`config.mk`:
```
export PLATFORM = sky130hd
export DESIGN_NAME = better_neighbor_scan_flat
export DESIGN_NICKNAME = d
export VERILOG_FILES = /design/src/rtl/better_neighbor_scan_if.sv /design/src/rtl/better_neighbor_scan.sv /design/src/flat_wrapper.sv
export SDC_FILE = /design/constraint.sdc
export NUM_CORES = 1
export LEC_CHECK = 0
export CORE_MARGIN = 2
export CORE_UTILIZATION = 50
export CTS_CLUSTER_SIZE = 25
export DETAILED_ROUTE_END_ITERATION = 8
export GPL_TIMING_DRIVEN = 0
export PLACE_DENSITY = 0.85
export SYNTH_ARGS = -nofsm -noshare
export SYNTH_HDL_FRONTEND = slang
export SYNTH_SLANG_ARGS = --single-unit
export TNS_END_PERCENT = 10
```
`constraint.sdc`:
```
create_clock -name clock -period 4.9 [get_ports clock]
set_input_delay 0.49 -clock clock [delete_from_list [all_inputs] [get_ports clock]]
set_output_delay 0.49 -clock clock [all_outputs]
set_load 0.01 [all_outputs]
```
`src/rtl/better_neighbor_scan_if.sv`:
```
// ----------------------------------------------------------------------------
// better_neighbor_scan_if
// Bundles the scan control, neighbor-cost memory read port, better-neighbor
// list write port and status of better_neighbor_scan.
//   master : the environment (issues start, returns memory read data)
//   slave  : the scanner itself
// Signals:
//   start, current_cost, num_neighbors        -> scan request
//   nbr_rd_en, nbr_rd_addr / nbr_cost         -> neighbor-cost memory read
//   list_wr_en, list_wr_addr, list_wr_data    -> better-neighbor list write
//   better_neighbor_count, busy, done         -> status
// ----------------------------------------------------------------------------
interface better_neighbor_scan_if #(
  parameter int ADDR_W = 16,
  parameter int COST_W = 16
);
  logic              start;
  logic [COST_W-1:0] current_cost;
  logic [ADDR_W-1:0] num_neighbors;
  logic              nbr_rd_en;
  logic [ADDR_W-1:0] nbr_rd_addr;
  logic [COST_W-1:0] nbr_cost;
  logic              list_wr_en;
  logic [ADDR_W-1:0] list_wr_addr;
  logic [ADDR_W-1:0] list_wr_data;
  logic [ADDR_W-1:0] better_neighbor_count;
  logic              busy;
  logic              done;

  modport master (
    output start, current_cost, num_neighbors, nbr_cost,
    input  nbr_rd_en, nbr_rd_addr, list_wr_en, list_wr_addr, list_wr_data,
           better_neighbor_count, busy, done
  );

  modport slave (
    input  start, current_cost, num_neighbors, nbr_cost,
    output nbr_rd_en, nbr_rd_addr, list_wr_en, list_wr_addr, list_wr_data,
           better_neighbor_count, busy, done
  );
endinterface

```
`src/rtl/better_neighbor_scan.sv`:
```
// ----------------------------------------------------------------------------
// better_neighbor_scan
// Reads N neighbor costs from an external memory (one-cycle read latency),
// and writes the index of every neighbor strictly cheaper than the captured
// current cost into a dense list. Reports the number found and pulses done.
// Ports:
//   clock : rising-edge clock
//   reset : asynchronous, active-high reset
//   bus   : better_neighbor_scan_if.slave (control, memory ports, status)
// Timing (start sampled at edge E0, cycle k = period after edge E(k-1)):
//   read of index k in cycle k+1, list write for index k in cycle k+3,
//   done in cycle N+3 (cycle 1 when N = 0). All outputs are registered.
// ----------------------------------------------------------------------------
module better_neighbor_scan #(
  parameter int ADDR_W = 16,
  parameter int COST_W = 16
) (
  input  logic                  clock,
  input  logic                  reset,
  better_neighbor_scan_if.slave bus
);

  typedef enum logic [1:0] {
    S_IDLE,
    S_SCAN,
    S_DRAIN,
    S_DONE
  } state_t;

  state_t            r_state;
  state_t            w_next_state;

  logic [COST_W-1:0] r_cost;       // current_cost captured at start
  logic [ADDR_W-1:0] r_last_idx;   // N-1, captured at start
  logic              r_rd_en;
  logic [ADDR_W-1:0] r_rd_addr;
  logic              r_cmp_vld;    // nbr_cost carries valid read data this cycle
  logic [ADDR_W-1:0] r_cmp_idx;    // index that nbr_cost belongs to
  logic              r_wr_en;
  logic [ADDR_W-1:0] r_wr_addr;
  logic [ADDR_W-1:0] r_wr_data;
  logic [ADDR_W-1:0] r_count;
  logic              r_busy;
  logic              r_done;

  logic              w_accept;
  logic              w_better;

  assign w_accept = (r_state == S_IDLE) && bus.start;
  // Strict unsigned compare: a tie with the current cost is not an improvement.
  assign w_better = r_cmp_vld && (bus.nbr_cost < r_cost);

  // NOTE: every variable assigned in always_comb gets a default first, so no
  // path through the case leaves it unassigned and no latch is inferred.
  always_comb begin
    w_next_state = r_state;
    case (r_state)
      S_IDLE: begin
        if (bus.start) begin
          w_next_state = (bus.num_neighbors == '0) ? S_DONE : S_SCAN;
        end
      end
      S_SCAN: begin
        if (r_rd_addr == r_last_idx) begin
          w_next_state = S_DRAIN;
        end
      end
      // Leave once the final read's compare has been seen; its list write
      // (if any) occupies the cycle after that, overlapping the exit edge.
      S_DRAIN: begin
        if (!r_cmp_vld) begin
          w_next_state = S_DONE;
        end
      end
      S_DONE: begin
        w_next_state = S_IDLE;
      end
      default: begin
        w_next_state = S_IDLE;
      end
    endcase
  end

  // NOTE: sequential state uses non-blocking assignments so every register
  // samples pre-edge values, independent of statement order.
  always_ff @(posedge clock or posedge reset) begin
    if (reset) begin
      r_state <= S_IDLE;
    end else begin
      r_state <= w_next_state;
    end
  end

  // NOTE: every register here is a real flop with a defined reset value;
  // there is no storage array, so nothing is left uninitialised after reset.
  always_ff @(posedge clock or posedge reset) begin
    if (reset) begin
      r_cost     <= '0;
      r_last_idx <= '0;
      r_rd_en    <= 1'b0;
      r_rd_addr  <= '0;
      r_cmp_vld  <= 1'b0;
      r_cmp_idx  <= '0;
      r_wr_en    <= 1'b0;
      r_wr_addr  <= '0;
      r_wr_data  <= '0;
      r_count    <= '0;
      r_busy     <= 1'b0;
      r_done     <= 1'b0;
    end else begin
      r_rd_en   <= (w_next_state == S_SCAN);
      r_busy    <= (w_next_state == S_SCAN) || (w_next_state == S_DRAIN);
      r_done    <= (w_next_state == S_DONE);

      if (w_accept) begin
        r_rd_addr <= '0;
      end else if ((r_state == S_SCAN) && (w_next_state == S_SCAN)) begin
        r_rd_addr <= r_rd_addr + ADDR_W'(1);
      end

      // Read data returns one cycle after the strobe; track which index it is.
      r_cmp_vld <= r_rd_en;
      r_cmp_idx <= r_rd_addr;

      r_wr_en <= w_better;
      if (w_better) begin
        r_wr_addr <= r_count;
        r_wr_data <= r_cmp_idx;
        r_count   <= r_count + ADDR_W'(1);
      end

      // Compares never run in IDLE, so clearing the count cannot collide
      // with an increment.
      if (w_accept) begin
        r_cost     <= bus.current_cost;
        r_last_idx <= bus.num_neighbors - ADDR_W'(1);
        r_count    <= '0;
      end
    end
  end

  assign bus.nbr_rd_en             = r_rd_en;
  assign bus.nbr_rd_addr           = r_rd_addr;
  assign bus.list_wr_en            = r_wr_en;
  assign bus.list_wr_addr          = r_wr_addr;
  assign bus.list_wr_data          = r_wr_data;
  assign bus.better_neighbor_count = r_count;
  assign bus.busy                  = r_busy;
  assign bus.done                  = r_done;

endmodule

```
`src/flat_wrapper.sv`:
```
// flat-port wrapper written by rule: the top's interface ports become plain ports
module better_neighbor_scan_flat 
#(
  parameter int ADDR_W = 16,
  parameter int COST_W = 16
)
  (clock, reset, bus_start, bus_current_cost, bus_num_neighbors, bus_nbr_cost, bus_nbr_rd_en, bus_nbr_rd_addr, bus_list_wr_en, bus_list_wr_addr, bus_list_wr_data, bus_better_neighbor_count, bus_busy, bus_done);
  better_neighbor_scan_if #(.ADDR_W(ADDR_W), .COST_W(COST_W)) bus_i ();
  input  logic clock;
  input  logic reset;
  input wire logic [$bits(bus_i.start)-1:0] bus_start;
  input wire logic [$bits(bus_i.current_cost)-1:0] bus_current_cost;
  input wire logic [$bits(bus_i.num_neighbors)-1:0] bus_num_neighbors;
  input wire logic [$bits(bus_i.nbr_cost)-1:0] bus_nbr_cost;
  output wire logic [$bits(bus_i.nbr_rd_en)-1:0] bus_nbr_rd_en;
  output wire logic [$bits(bus_i.nbr_rd_addr)-1:0] bus_nbr_rd_addr;
  output wire logic [$bits(bus_i.list_wr_en)-1:0] bus_list_wr_en;
  output wire logic [$bits(bus_i.list_wr_addr)-1:0] bus_list_wr_addr;
  output wire logic [$bits(bus_i.list_wr_data)-1:0] bus_list_wr_data;
  output wire logic [$bits(bus_i.better_neighbor_count)-1:0] bus_better_neighbor_count;
  output wire logic [$bits(bus_i.busy)-1:0] bus_busy;
  output wire logic [$bits(bus_i.done)-1:0] bus_done;
  assign bus_i.start = bus_start;
  assign bus_i.current_cost = bus_current_cost;
  assign bus_i.num_neighbors = bus_num_neighbors;
  assign bus_i.nbr_cost = bus_nbr_cost;
  assign bus_nbr_rd_en = bus_i.nbr_rd_en;
  assign bus_nbr_rd_addr = bus_i.nbr_rd_addr;
  assign bus_list_wr_en = bus_i.list_wr_en;
  assign bus_list_wr_addr = bus_i.list_wr_addr;
  assign bus_list_wr_data = bus_i.list_wr_data;
  assign bus_better_neighbor_count = bus_i.better_neighbor_count;
  assign bus_busy = bus_i.busy;
  assign bus_done = bus_i.done;
  better_neighbor_scan #(.ADDR_W(ADDR_W), .COST_W(COST_W)) u_core (.clock(clock), .reset(reset), .bus(bus_i));
endmodule
```
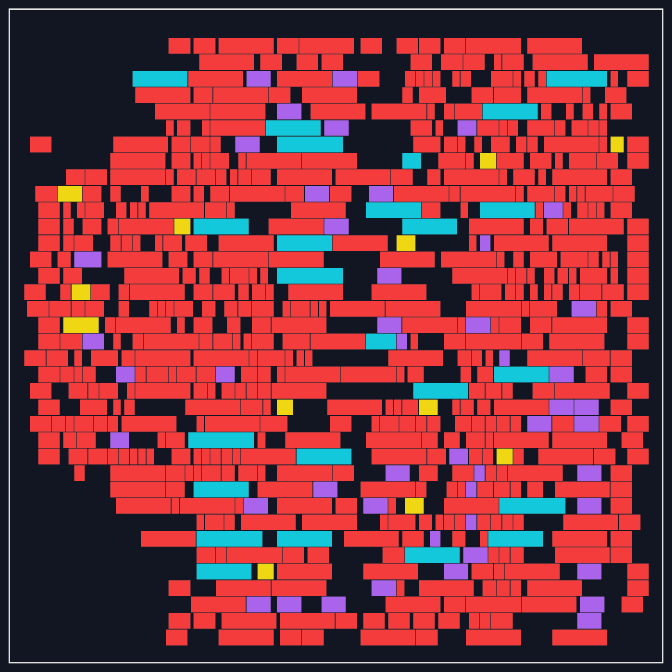
(run_1/sizes.png)
_0 and _1 cells: in red, cells 559. _2 cells: in purple, cells 47. _6 and larger: in cyan, cells 24. _3 and _4 cells: in yellow, cells 12.

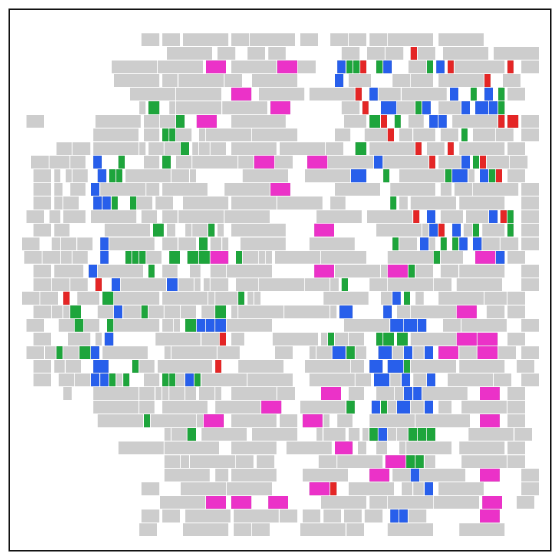
(run_1/logic_types.png)
inv cells: in red, cells 24. mux cells: in magenta, cells 34. nand cells: in green, cells 81. aoi and oai cells: in blue, cells 72.

==> reports/qor.csv, run 1 <==
stage;metric;value;unit
floorplan;Die W;107.9;um
clock_tree;Clock Latency Late Sink;520;ps
worst_setup_path;Req. time, crit path;5290;ps
finish;flop count;119;
worst_setup_path;Critical Path Fanout Max;8;
worst_setup_path;Slowest-stage cell, CP;clkdlybuf4s50_1;
power;Leakage;3.257;nW
timing;Final Hold Fails;0;
finish;most numerous logic cells after layout;dfrtp_1, clkdlybuf4s50_1, nand2_1, o21ai_0, mux2_2;
worst_setup_path;worst r2r src;u_core.r_state[1]$_DFF_PP0_;
power;Pint;2.616;mW
power;combinational share of power;27.0;%
finish;mi-comb count;328;
logic_synthesis;Seq/Total Area, Yosys;55.13;%
worst_setup_path;crit path DAT;3460;ps
logic_synthesis;Post-synth regs;119;
routing;DRT iter0 DRCs;315;
run_status;status;finished, final reports clean;
logic_synthesis;syn avg cell area;11.00;sq um
finish;Clock-cell share;8.645;%
logic_synthesis;Cell Type Count;44;
floorplan;# Taps;136;
clock_tree;CTS tree;done;
job;tally of OpenROAD warnings;28;
power;Seq pwr share;37.4;%
finish;non-filler cells, final;778;
finish;Layout fillers;711;
worst_setup_path;WS Path Type;in2reg;
finish;fraction of area in registers;40.11;%
logic_synthesis;count of library flops with an enable pin;0;
finish;area of the multi-input gates;2251;sq um
logic_synthesis;# Cells Yosys;491;
floorplan;Rows;37;
placed_design;final RePlAce weighted congestion;0.8302;
logic_synthesis;Synth Cell Area;5401;sq um
worst_setup_path;critical path capture point type;register;
worst_setup_path;R2R Setup Slk;1830;ps
timing;Min Clock Period, post-route;3073;ps
finish;most numerous logic cell after layout;dfrtp_1;
worst_setup_path;max incr delay on CP;510;ps
timing;Least-Margin Pin Slew;664.6;ps
floorplan;floorplan core density;51.86;%
routing;DRC;0;
logic_synthesis;Synth Instances;491;
hold_path;min-delay worst type;reg2reg;
logic_synthesis;Yosys warnings;0;
routing;DRT antenna net count;0;
routing;DRT Wirelength;12.71;mm
finish;Non-clock inverters;24;
clock_tree;Root Buffer;clkbuf_8;
clock_tree;Longest Clk Path Bufs;2;
worst_setup_path;reg2reg end;u_core.bus.nbr_rd_addr[10]$_DFFE_PP0P_;
routing;Via density;5.397;
finish;layout cell share with drive strength beyond 1;12.93;%
timing;post-layout period usage;62.71;%
logic_synthesis;yosys stat area;5401;sq um
timing;total negative setup slack;0;ps
hold_path;hold path depth;0;
finish;Comb area share;30.32;%
worst_setup_path;crit-path cells;clkdlybuf4s50_1 > or3b_2 > clkbuf_1 > nor4b_1 > nand3_1 > o211a_1 > ha_1 > and4b_1 > and3_1 > clkbuf_1 > nand4_1 > xor2_1 > nor2_1;
timing;slew margin rel.;55.70;%
floorplan;Top-Level Pins;119;
global_routing;gr usage total;23.13;%
power;Clk pwr share;35.6;%
logic_synthesis;async set or reset register ratio after synthesis;100.0;%
global_routing;first-pass GRT wire length;20.62;mm
hold_path;Hold Path Sink;u_core.r_cmp_vld$_DFF_PP0_;
clock_tree;Clock Sinks;119;
worst_setup_path;Startpoint Class;input port;
global_routing;pin count of the biggest net entering global routing;69;
clock_tree;clock-pin slew on the worst setup and hold paths;60;ps
timing;fmax;0.3254;GHz
timing;Setup violations, final;0;
routing;drt pass-1 iters;5;
logic_synthesis;syn nets;563;
job;Max Cap Viol;0;
timing;unrepaired setup endpoints after global routing;false;
global_routing;vias in the first global route;4312;
finish;nonclk buf count;139;
finish;number of antenna diodes;0;
routing;Vias;4199;
timing;hold slack;375.5;ps
power;Total Power;3.730;mW
finish;register area;2978;sq um
clock_tree;maximum level of the CTS H-tree;4;
timing;skew final;8.425;ps
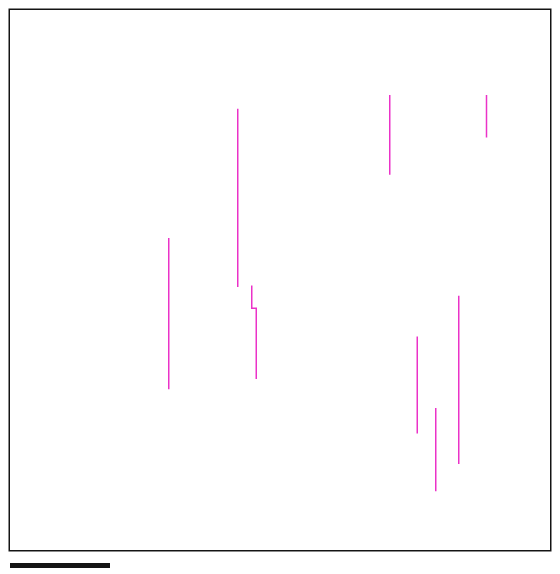
(run_1/layer_met4.png)
Scale bar: 20 um.
The longest straight run is 35.4 um. The layer carries 177 um of wire. 6 nets have wire on it. The wires run mostly vertical.

## run 1: cells in the mapped netlist, types with 5 or more instances
| master | count | area share [%] |
|---|---|---|
| nand3_1 | 14 | 1.3 |
| o211ai_1 | 5 | 0.70 |
| nor2_1 | 26 | 1.8 |
| nand4_1 | 10 | 1.2 |
| or3_1 | 11 | 1.3 |
| clkbuf_1 | 14 | 0.97 |
| mux2_2 | 32 | 6.7 |
| o21ai_0 | 38 | 3.5 |
| dfrtp_1 | 119 | 55 |
| buf_2 | 6 | 0.56 |
| inv_1 | 24 | 1.7 |
| nor3_1 | 8 | 0.74 |
| xor2_1 | 21 | 3.4 |
| a21oi_1 | 15 | 1.4 |
| nand2_1 | 53 | 3.7 |
| or4_1 | 5 | 0.70 |
| and3_1 | 6 | 0.70 |
| ha_1 | 21 | 4.9 |
| xnor2_1 | 25 | 4.1 |
## run 1: sequential cells by signal (all words and copies together), names as in the netlist, 2 cells and up
register	flops
u_core.r_cmp_idx	16
u_core.bus.better_neighbor_count	16
u_core.r_state	2
u_core.r_cost	16
u_core.bus.list_wr_addr	16
u_core.r_last_idx	16
u_core.bus.list_wr_data	16
u_core.bus.nbr_rd_addr	16
## run 1: worst max-delay path, delay by kind of cell
kind	cells	cell delay (ps)
compound gates	1	170
xor+xnor	1	160
buf+inv	3	900
fa+ha+maj	1	220
simple gates	7	1520
## run 1: power by group through the flow
stage                     registers [mW]  logic [mW]  clock network (mW)
after detailed placement            1.41        1.00                   0
after floorplan                     1.42       0.528                   0
after global routing                1.42        1.11                1.39
after global placement              1.39       0.951                   0
final                               1.39        1.01                1.33
after CTS                           1.39        1.02                1.34
## run 1: worst max-delay path by stage
stage	slack [ps]	endpoint	cells past startpoint	start
after floorplan	1250	u_core.bus.better_neighbor_count[0]$_DFFE_PP0P_	1	reset
after global placement	-190	u_core.r_cmp_idx[14]$_DFF_PP0_	2	reset
after detailed placement	1320	u_core.bus.nbr_rd_addr[10]$_DFFE_PP0P_	13	bus_start
after CTS	1820	u_core.bus.nbr_rd_addr[10]$_DFFE_PP0P_	12	u_core.r_state[1]$_DFF_PP0_
after global routing	1550	u_core.bus.nbr_rd_addr[10]$_DFFE_PP0P_	12	u_core.r_state[1]$_DFF_PP0_
final	1830	u_core.bus.nbr_rd_addr[10]$_DFFE_PP0P_	13	bus_start
## run 1: per-stage QoR
step | instance area (sq um) | util [%] | worst slack (ps)
6_report | 7425 | 71.28 | 1827
2_1_floorplan | 5401 | - | 1253
3_3_place_gp | 6753 | 64.83 | -185.3
4_1_cts | 7425 | 71.28 | 1825
3_5_place_dp | 6783 | 65.12 | 1321
5_1_grt | 7425 | 71.28 | 1554
## run 1: routing by layer
metal / GRT usage, % / vias to the layer above / routed length [um]
li1: - / 1974 / -
met1: 26.73 / 2053 / 5058
met2: 41.06 / 154 / 6597
met3: 7.414 / 18 / 879
met4: 6.960 / 0 / 177
met5: 0 / - / 0
## run 1: kinds of logic after synthesis
family	after synthesis	synth area share [%]
buffers and inverters	44	3.197
adders and majority gates	21	4.864
AOI/OAI and AO/OA	73	7.691
xor gates and xnor gates	46	7.459
DFF	119	55.13
and+or+nand+nor	154	14.62
muxes	34	7.042
==> run_1/wires.png <==
Only two layers are drawn.
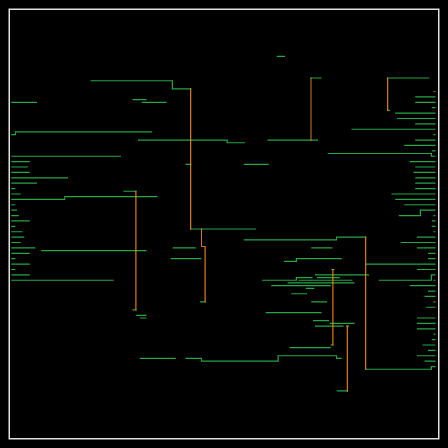

## Run 2: what changed since run 1
--- a/config.mk
+++ b/config.mk
@@ -6,11 +6,11 @@
 export NUM_CORES = 1
 export LEC_CHECK = 0
 export CORE_MARGIN = 2
-export CORE_UTILIZATION = 50
+export CORE_UTILIZATION = 46
 export CTS_CLUSTER_SIZE = 25
 export DETAILED_ROUTE_END_ITERATION = 8
 export GPL_TIMING_DRIVEN = 0
-export PLACE_DENSITY = 0.85
+export PLACE_DENSITY = 0.83
 export SYNTH_ARGS = -nofsm -noshare
 export SYNTH_HDL_FRONTEND = slang
 export SYNTH_SLANG_ARGS = --single-unit
==> constraint.sdc (replaced) <==
create_clock -name clock -period 2.55 [get_ports clock]
set_input_delay 0.255 -clock clock [delete_from_list [all_inputs] [get_ports clock]]
set_output_delay 0.255 -clock clock [all_outputs]
set_load 0.01 [all_outputs]
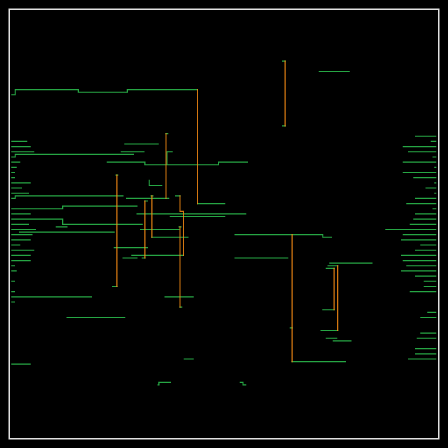
(run_2/wires.png)
Only two layers are drawn.
metal 4: in orange, wire length 218 um. metal 3: in green, wire length 817 um.

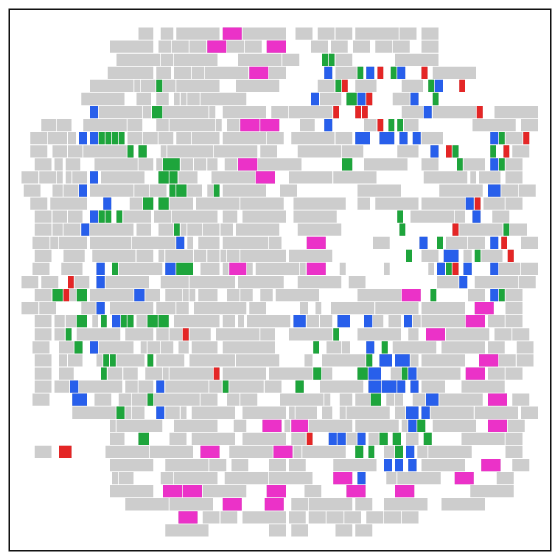
(run_2/logic_types.png)
inv cells: in red, cells 24. mux cells: in magenta, cells 34. aoi and oai cells: in blue, cells 72, where widely spread. nand cells: in green, cells 81.

==> run 2 against run 1 <==
Compared with the run above:
- the flow now finishes with violations (setup timing)
- via count increased by 2.7%
- clock skew fell by 0.92 ps
- final area grew 4.7%
- critical path depth down 1
- wire length rose by 9.7%
- critical endpoint is now u_core.bus.nbr_rd_addr[6]$_DFFE_PP0P_
- largest cell class unchanged
- largest power group unchanged
==> reports/qor.csv, run 2 <==
stage;metric;value;unit;change
run_status;status;finished, violations left;;
run_status;failing checks;setup timing;;
placed_design;IO buf count;118;;
timing;Min Clock Period, post-route;2748;ps;
worst_setup_path;crit path DAT;3020;ps;-440 ps
timing;Final Slew Violations;0;;
logic_synthesis;syn avg cell area;11.00;sq um;unchanged
power;Seq pwr share;36.7;%;-0.7 points
clock_tree;Clock Sinks;119;;unchanged
logic_synthesis;Cell Type Count;44;;unchanged
floorplan;floorplan core density;47.30;%;-4.6 points
clock_tree;maximum level of the CTS H-tree;4;;unchanged
timing;unrepaired setup endpoints after global routing;true;;
timing;total negative setup slack;-1701;ps;-1701 ps
logic_synthesis;Yosys warnings;0;;unchanged
floorplan;chip area;12620;sq um;
routing;DRT iter0 DRCs;268;;-15%
logic_synthesis;Synth Cell Area;5401;sq um;unchanged
power;combinational share of power;30.2;%;+3.2 points
timing;Least-Margin Pin Slew;840.0;ps;+175.5 ps
worst_setup_path;Req. time, crit path;2820;ps;-2470 ps
logic_synthesis;top cells by count;dfrtp_1, nand2_1, o21ai_0, mux2_2, nor2_1;;
routing;Via density;5.292;;-1.9%
clock_tree;Root Buffer;clkbuf_16;;
routing;DRT Wirelength;13.94;mm;+9.7%
logic_synthesis;top cells, area;dfrtp_1, mux2_2, ha_1;;
routing;DRC;0;;unchanged
routing;DR WL/cell;17.10;um;
finish;Post-Layout Inst Area;7775;sq um;+4.7%
logic_synthesis;Seq/Total Area, Yosys;55.13;%;unchanged
global_routing;first-pass GRT wire length;20.93;mm;+1.5%
placed_design;placed cell area;6805;sq um;+0.33%
power;P_sw;2.223;mW;
logic_synthesis;async set or reset register ratio after synthesis;100.0;%;unchanged
power;Clk pwr share;33.1;%;-2.5 points
clock_tree;clock-pin slew on the worst setup and hold paths;60;ps;about the same
power;Pwr Density;943.3;nW/um^2;
global_routing;gr usage total;21.20;%;-1.9 points
power;Peak VDD IR;0.4974;mV;
placed_design;final RePlAce weighted congestion;0.8264;;-0.46%
worst_setup_path;critical path capture point type;register;;
routing;drt pass-1 iters;4;;-1
logic_synthesis;syn nets;563;;unchanged
floorplan;Placeable Area;11420;sq um;
placed_design;Final HPWL DP;9.271;mm;
power;Leakage;3.424;nW;+5.1%
logic_synthesis;area share, top type;55.13;%;unchanged
routing;DRT antenna net count;0;;unchanged
job;tally of OpenROAD warnings;30;;+7.1%
power;Pint;5.110;mW;+95%
logic_synthesis;Synth Instances;491;;unchanged
finish;area delta synth->final;43.94;%;
clock_tree;CTS Buf Count;17;;
timing;skew final;7.506;ps;-0.9186 ps
floorplan;Die W;112.4;um;+4.1%
logic_synthesis;yosys stat area;5401;sq um;unchanged
global_routing;GRT overflow;0;;
finish;number of antenna diodes;0;;unchanged
timing;Final Hold Fails;0;;unchanged
clock_tree;CTS tree;done;;
timing;Setup violations, final;12;;+12
logic_synthesis;Post-synth regs;119;;unchanged
finish;layout cell share with drive strength beyond 1;21.58;%;+8.6 points
global_routing;pin count of the biggest net entering global routing;45;;-35%
worst_setup_path;Startpoint Class;register;;
finish;most numerous logic cells after layout;clkdlybuf4s50_1, dfrtp_1, nand2_1, o21ai_0, mux2_2;;
hold_path;min-delay worst type;in2async;;
logic_synthesis;cell with the most instances after synthesis;dfrtp_1;;
power;Switching Share;30.32;%;
job;Max Cap Viol;0;;unchanged
timing;post-layout period usage;107.8;%;
worst_setup_path;R2R Setup Slk;-200;ps;-2030 ps
logic_synthesis;cell taking the most area after synthesis;dfrtp_1;;
floorplan;Die Height;112.4;um;
global_routing;initial antenna violation count;0;;
finish;final net count;731;;
logic_synthesis;count of library flops with an enable pin;0;;unchanged
floorplan;Top-Level Pins;119;;unchanged
timing;final worst setup slack;-198.0;ps;-2025 ps
routing;Vias;4313;;+2.7%
clock_tree;Longest Clk Path Bufs;2;;unchanged
finish;most numerous logic cell after layout;clkdlybuf4s50_1;;
timing;slew margin rel.;43.88;%;-12 points
worst_setup_path;WS Path Type;reg2reg;;
logic_synthesis;# Cells Yosys;491;;unchanged
worst_setup_path;Critical Path Fanout Max;6;;-2
global_routing;vias in the first global route;4262;;-1.2%
floorplan;Rows;39;;+5.4%
timing;fmax;0.3639;GHz;
clock_tree;Clock Latency Late Sink;410;ps;-110 ps
run 2: cell counts after synthesis:
No cell type changed its count.
run 2: final timing paths:
check,startpoint,endpoint,cells after the start
max,u_core.r_last_idx[1]$_DFFE_PP0P_,u_core.bus.nbr_rd_addr[6]$_DFFE_PP0P_,12
min,reset,u_core.r_last_idx[13]$_DFFE_PP0P_,2
max reg2reg,u_core.r_last_idx[1]$_DFFE_PP0P_,u_core.bus.nbr_rd_addr[6]$_DFFE_PP0P_,12
min reg2reg,u_core.bus.nbr_rd_en$_DFF_PP0_,u_core.r_cmp_vld$_DFF_PP0_,0
max in group asynchronous,reset,u_core.bus.nbr_rd_addr[3]$_DFFE_PP0P_,3
min in group clock,u_core.bus.nbr_rd_en$_DFF_PP0_,u_core.r_cmp_vld$_DFF_PP0_,0
run 2: layout make-up:
cell class	instances	area (sq um)
fillers	839	3643
inverters	24	93.84
multi-input cells	328	2370
well taps	143	178.9
flip-flops and latches	119	2995
clock inverters	12	151.4
clock buffers	20	456.7
repair buffers	151	1454
plain buffers	18	75.07
run 2: cells by family after synthesis:
| logic type | Yosys count | share of synthesized area, % |
|---|---|---|
| adders and majority gates | 21 | 4.864 |
| AOI/OAI and AO/OA | 73 | 7.691 |
| buffers and inverters | 44 | 3.197 |
| xor gates and xnor gates | 46 | 7.459 |
| DFF | 119 | 55.13 |
| and+or+nand+nor | 154 | 14.62 |
| muxes | 34 | 7.042 |
run 2: critical path, cell delays in order (launching register included):
cell and delay (ps):
dfrtp_1 410, xnor2_2 200, nand4_1 150, nor3_2 260, nand4_1 210, o21ai_1 130
o22ai_1 140, ha_2 230, and4b_2 280, and3_4 220, nand3_1 130, xor2_1 190
nor2_1 60
run 2: stage by stage:
stage | util, % | hold WS, ps | setup WS (ps) | instances | power, mW
after floorplan | - | 360.4 | -125.9 | 491 | 3.739
after global routing | 68.09 | 382.6 | -356.2 | 815 | 7.720
after CTS | 65.67 | 363.3 | 11.11 | 787 | 7.138
after detailed placement | 59.60 | 367.5 | -819.3 | 754 | 4.628
final | 68.09 | 356.2 | -198.0 | 815 | 7.334
after global placement | 59.25 | 362.5 | -764.7 | 752 | 4.509
run 2: power groups by stage:
stage / Clock [mW] / Combinational (mW) / Sequential [mW]
floorplan: 0 / 1.02 / 2.72
global placement: 0 / 1.83 / 2.68
detailed placement: 0 / 1.91 / 2.71
CTS: 2.46 / 1.97 / 2.71
global route: 2.56 / 2.42 / 2.74
finish: 2.43 / 2.22 / 2.69
run 2: metal layers:
metal  vias to the layer above  GRT usage (%)  part of all wire [%]  wire (um)
met2                       141          35.82                    53       7330
met3                        23          7.019                   5.9        816
met5                         -              0                     0          0
li1                       2025              -                     -          -
met4                         0          7.805                   1.6        217
met1                      2124          25.43                    40       5575
run 2: timing repair:
action | in CTS | in global routing
pin swaps | 3 | 10
gates cloned | 0 | 0
buffers inserted | 3 | 28
hold buffers | 0 | 0
hold endpoints to repair | 0 | 0
setup endpoints to repair | 14 | 12
gates resized | 19 | 18
==> run_2/congestion.png <==
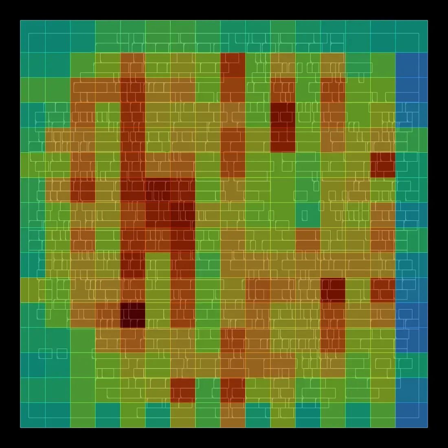

## Run 3: what changed since run 2
--- a/config.mk
+++ b/config.mk
@@ -6,11 +6,11 @@
 export NUM_CORES = 1
 export LEC_CHECK = 0
 export CORE_MARGIN = 2
-export CORE_UTILIZATION = 46
+export CORE_UTILIZATION = 50
 export CTS_CLUSTER_SIZE = 25
 export DETAILED_ROUTE_END_ITERATION = 8
 export GPL_TIMING_DRIVEN = 0
-export PLACE_DENSITY = 0.83
+export PLACE_DENSITY = 0.85
 export SYNTH_ARGS = -nofsm -noshare
 export SYNTH_HDL_FRONTEND = slang
 export SYNTH_SLANG_ARGS = --single-unit
==> constraint.sdc (replaced) <==
create_clock -name clock -period 3.05 [get_ports clock]
set_input_delay 0.305 -clock clock [delete_from_list [all_inputs] [get_ports clock]]
set_output_delay 0.305 -clock clock [all_outputs]
set_load 0.01 [all_outputs]
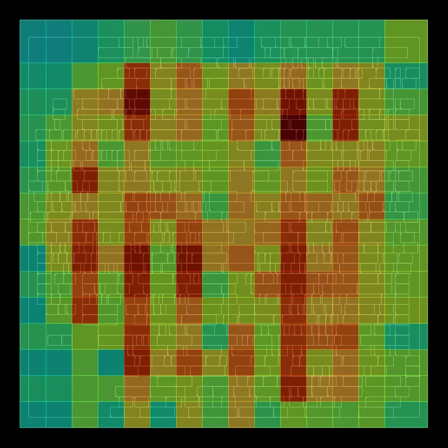
(run_3/congestion.png)
most used routing layer: met2
met3 usage: 7.474%
global routing usage on met2: 39.35%

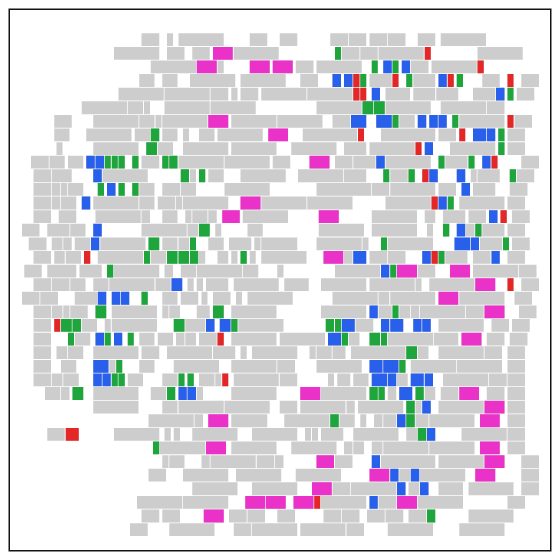
(run_3/logic_types.png)
nand cells: in green, cells 81. inv cells: in red, cells 24. aoi and oai cells: in blue, cells 72. mux cells: in magenta, cells 34.

==> run 3 against run 2 <==
Compared with the run above:
- die area is 7.7% lower
- power is 18% lower
- synthesized cell count stayed put
- area after synthesis stayed put
- clock skew hardly changed
- sequential power is 17% lower
- the flow now finishes without violations
- utilization is 3.2 points higher
==> reports/qor.csv, run 3 <==
stage;metric;value;unit;change
routing;Via density;5.389;;+1.8%
power;Leakage;3.277;nW;-4.3%
routing;drt pass-1 iters;4;;unchanged
timing;post-layout period usage;92.41;%;-15 points
logic_synthesis;Synth Cell Area;5401;sq um;unchanged
global_routing;met1 Track Usage GR;27.54;%;+2.1 points
global_routing;initial antenna violation count;0;;unchanged
floorplan;Die W;107.9;um;-3.9%
worst_setup_path;crit path DAT;3210;ps;+190 ps
finish;Core Util, Final;71.32;%;+3.2 points
floorplan;Rows;37;;-5.1%
run_status;status;finished, final reports clean;;
hold_path;min-delay worst type;in2async;;
timing;Final Slew Violations;0;;unchanged
routing;DRT Wirelength;12.75;mm;-8.5%
floorplan;Placeable Area;10420;sq um;-8.8%
placed_design;placed cell area;6797;sq um;-0.13%
placed_design;IO buf count;118;;unchanged
logic_synthesis;top cells by count;dfrtp_1, nand2_1, o21ai_0, mux2_2, nor2_1;;
timing;unrepaired setup endpoints after global routing;false;;
routing;DRC;0;;unchanged
clock_tree;CTS Buf Count;17;;unchanged
finish;Post-Layout Inst Area;7428;sq um;-4.5%
logic_synthesis;async set or reset register ratio after synthesis;100.0;%;unchanged
logic_synthesis;Yosys warnings;0;;unchanged
logic_synthesis;cell with the most instances after synthesis;dfrtp_1;;
global_routing;GRT overflow;0;;unchanged
clock_tree;Clock Sinks;119;;unchanged
timing;slew margin rel.;38.58;%;-5.3 points
timing;total negative setup slack;0;ps;+1701 ps
worst_setup_path;Req. time, crit path;3440;ps;+620 ps
clock_tree;Clock Latency Late Sink;520;ps;+110 ps
finish;final net count;700;;-4.2%
finish;area delta synth->final;37.53;%;
routing;DR WL/cell;16.41;um;-4.1%
finish;most numerous logic cells after layout;dfrtp_1, clkdlybuf4s50_1, nand2_1, o21ai_0, mux2_2;;
clock_tree;Longest Clk Path Bufs;2;;unchanged
placed_design;final RePlAce weighted congestion;0.8222;;-0.51%
clock_tree;CTS tree;done;;
global_routing;vias in the first global route;4400;;+3.2%
logic_synthesis;yosys stat area;5401;sq um;unchanged
global_routing;pin count of the biggest net entering global routing;44;;-2.2%
logic_synthesis;Synth Instances;491;;unchanged
job;Max Cap Viol;0;;unchanged
worst_setup_path;crit-path cells;xnor2_1 > nand3_1 > nor3_1 > nand4_1 > o21ai_0 > o22ai_1 > ha_1 > and4b_1 > and3_1 > nand2_1 > nor3_1 > xnor2_1 > nor2_1;;
logic_synthesis;count of library flops with an enable pin;0;;unchanged
clock_tree;Post-CTS Setup Bufs;0;;-3
timing;Setup violations, final;0;;-12
logic_synthesis;cell taking the most area after synthesis;dfrtp_1;;
worst_setup_path;max incr delay on CP;480;ps;+70 ps
logic_synthesis;top cells, area;dfrtp_1, mux2_2, ha_1;;
logic_synthesis;Post-synth regs;119;;unchanged
logic_synthesis;area share, top type;55.13;%;unchanged
power;Pwr Density;806.0;nW/um^2;-15%
worst_setup_path;Slowest-stage cell, CP;dfrtp_1;;
floorplan;Top-Level Pins;119;;unchanged
worst_setup_path;Startpoint Class;register;;
clock_tree;clock-pin slew on the worst setup and hold paths;60;ps;about the same
worst_setup_path;worst r2r src;u_core.bus.nbr_rd_addr[4]$_DFFE_PP0P_;;
finish;most numerous logic cell after layout;dfrtp_1;;
finish;layout cell share with drive strength beyond 1;12.64;%;-8.9 points
[run 3: cell families after synthesis]
logic type	share of synthesized area [%]
AOI/OAI and AO/OA	7.691
xor gates and xnor gates	7.459
adders and majority gates	4.864
buffers and inverters	3.197
DFF	55.13
muxes	7.042
and+or+nand+nor	14.62
[run 3: cell type report]
type / instances / area (sq um)
Buffer: 18 / 75.07
Clock buffer: 23 / 466.7
Clock inverter: 9 / 170.2
Fill cell: 734 / 2988
Inverter: 24 / 93.84
Multi-Input combinational cell: 328 / 2253
Sequential cell: 119 / 2978
Tap cell: 136 / 170.2
Timing Repair Buffer: 120 / 1221
[run 3: worst paths after layout]
kind | end | depth (start not counted)
max | u_core.bus.nbr_rd_addr[14]$_DFFE_PP0P_ | 13
min | u_core.bus.nbr_rd_addr[13]$_DFFE_PP0P_ | 2
max reg2reg | u_core.bus.nbr_rd_addr[14]$_DFFE_PP0P_ | 13
min reg2reg | u_core.r_cmp_vld$_DFF_PP0_ | 0
max in group asynchronous | u_core.bus.list_wr_data[0]$_DFFE_PP0P_ | 4
min in group clock | u_core.r_cost[0]$_DFFE_PP0P_ | 3
[run 3: critical path: cells and delay by family (launching register included)]
kind            cells  cell delay, ps
fa+ha+maj           1             250
simple gates        8            1270
compound gates      2             370
flops               1             480
xor+xnor            2             320
[run 3: power by group]
group	leakage, nW	switching [mW]	total, mW	internal [mW]
clock network	0.316	0.662	2.13	1.47
logic	1.44	0.768	1.62	0.847
registers	1.52	0.295	2.24	1.95
total	3.28	1.73	5.99	4.26
[run 3: metal layers]
metal  share of wire [%]  routed length (um)
met1                  41                5271
met2                  51                6453
met3                 6.0                 770
met4                 2.0                 255
met5                   0                   0
[run 3: what timing repair did]
action / CTS / global route
gates resized: 0 / 1
hold endpoints to repair: 0 / 0
cloned: 0 / 0
setup endpoints to repair: 2 / 6
No activity file was given, so power comes from the tool's default toggle rates.
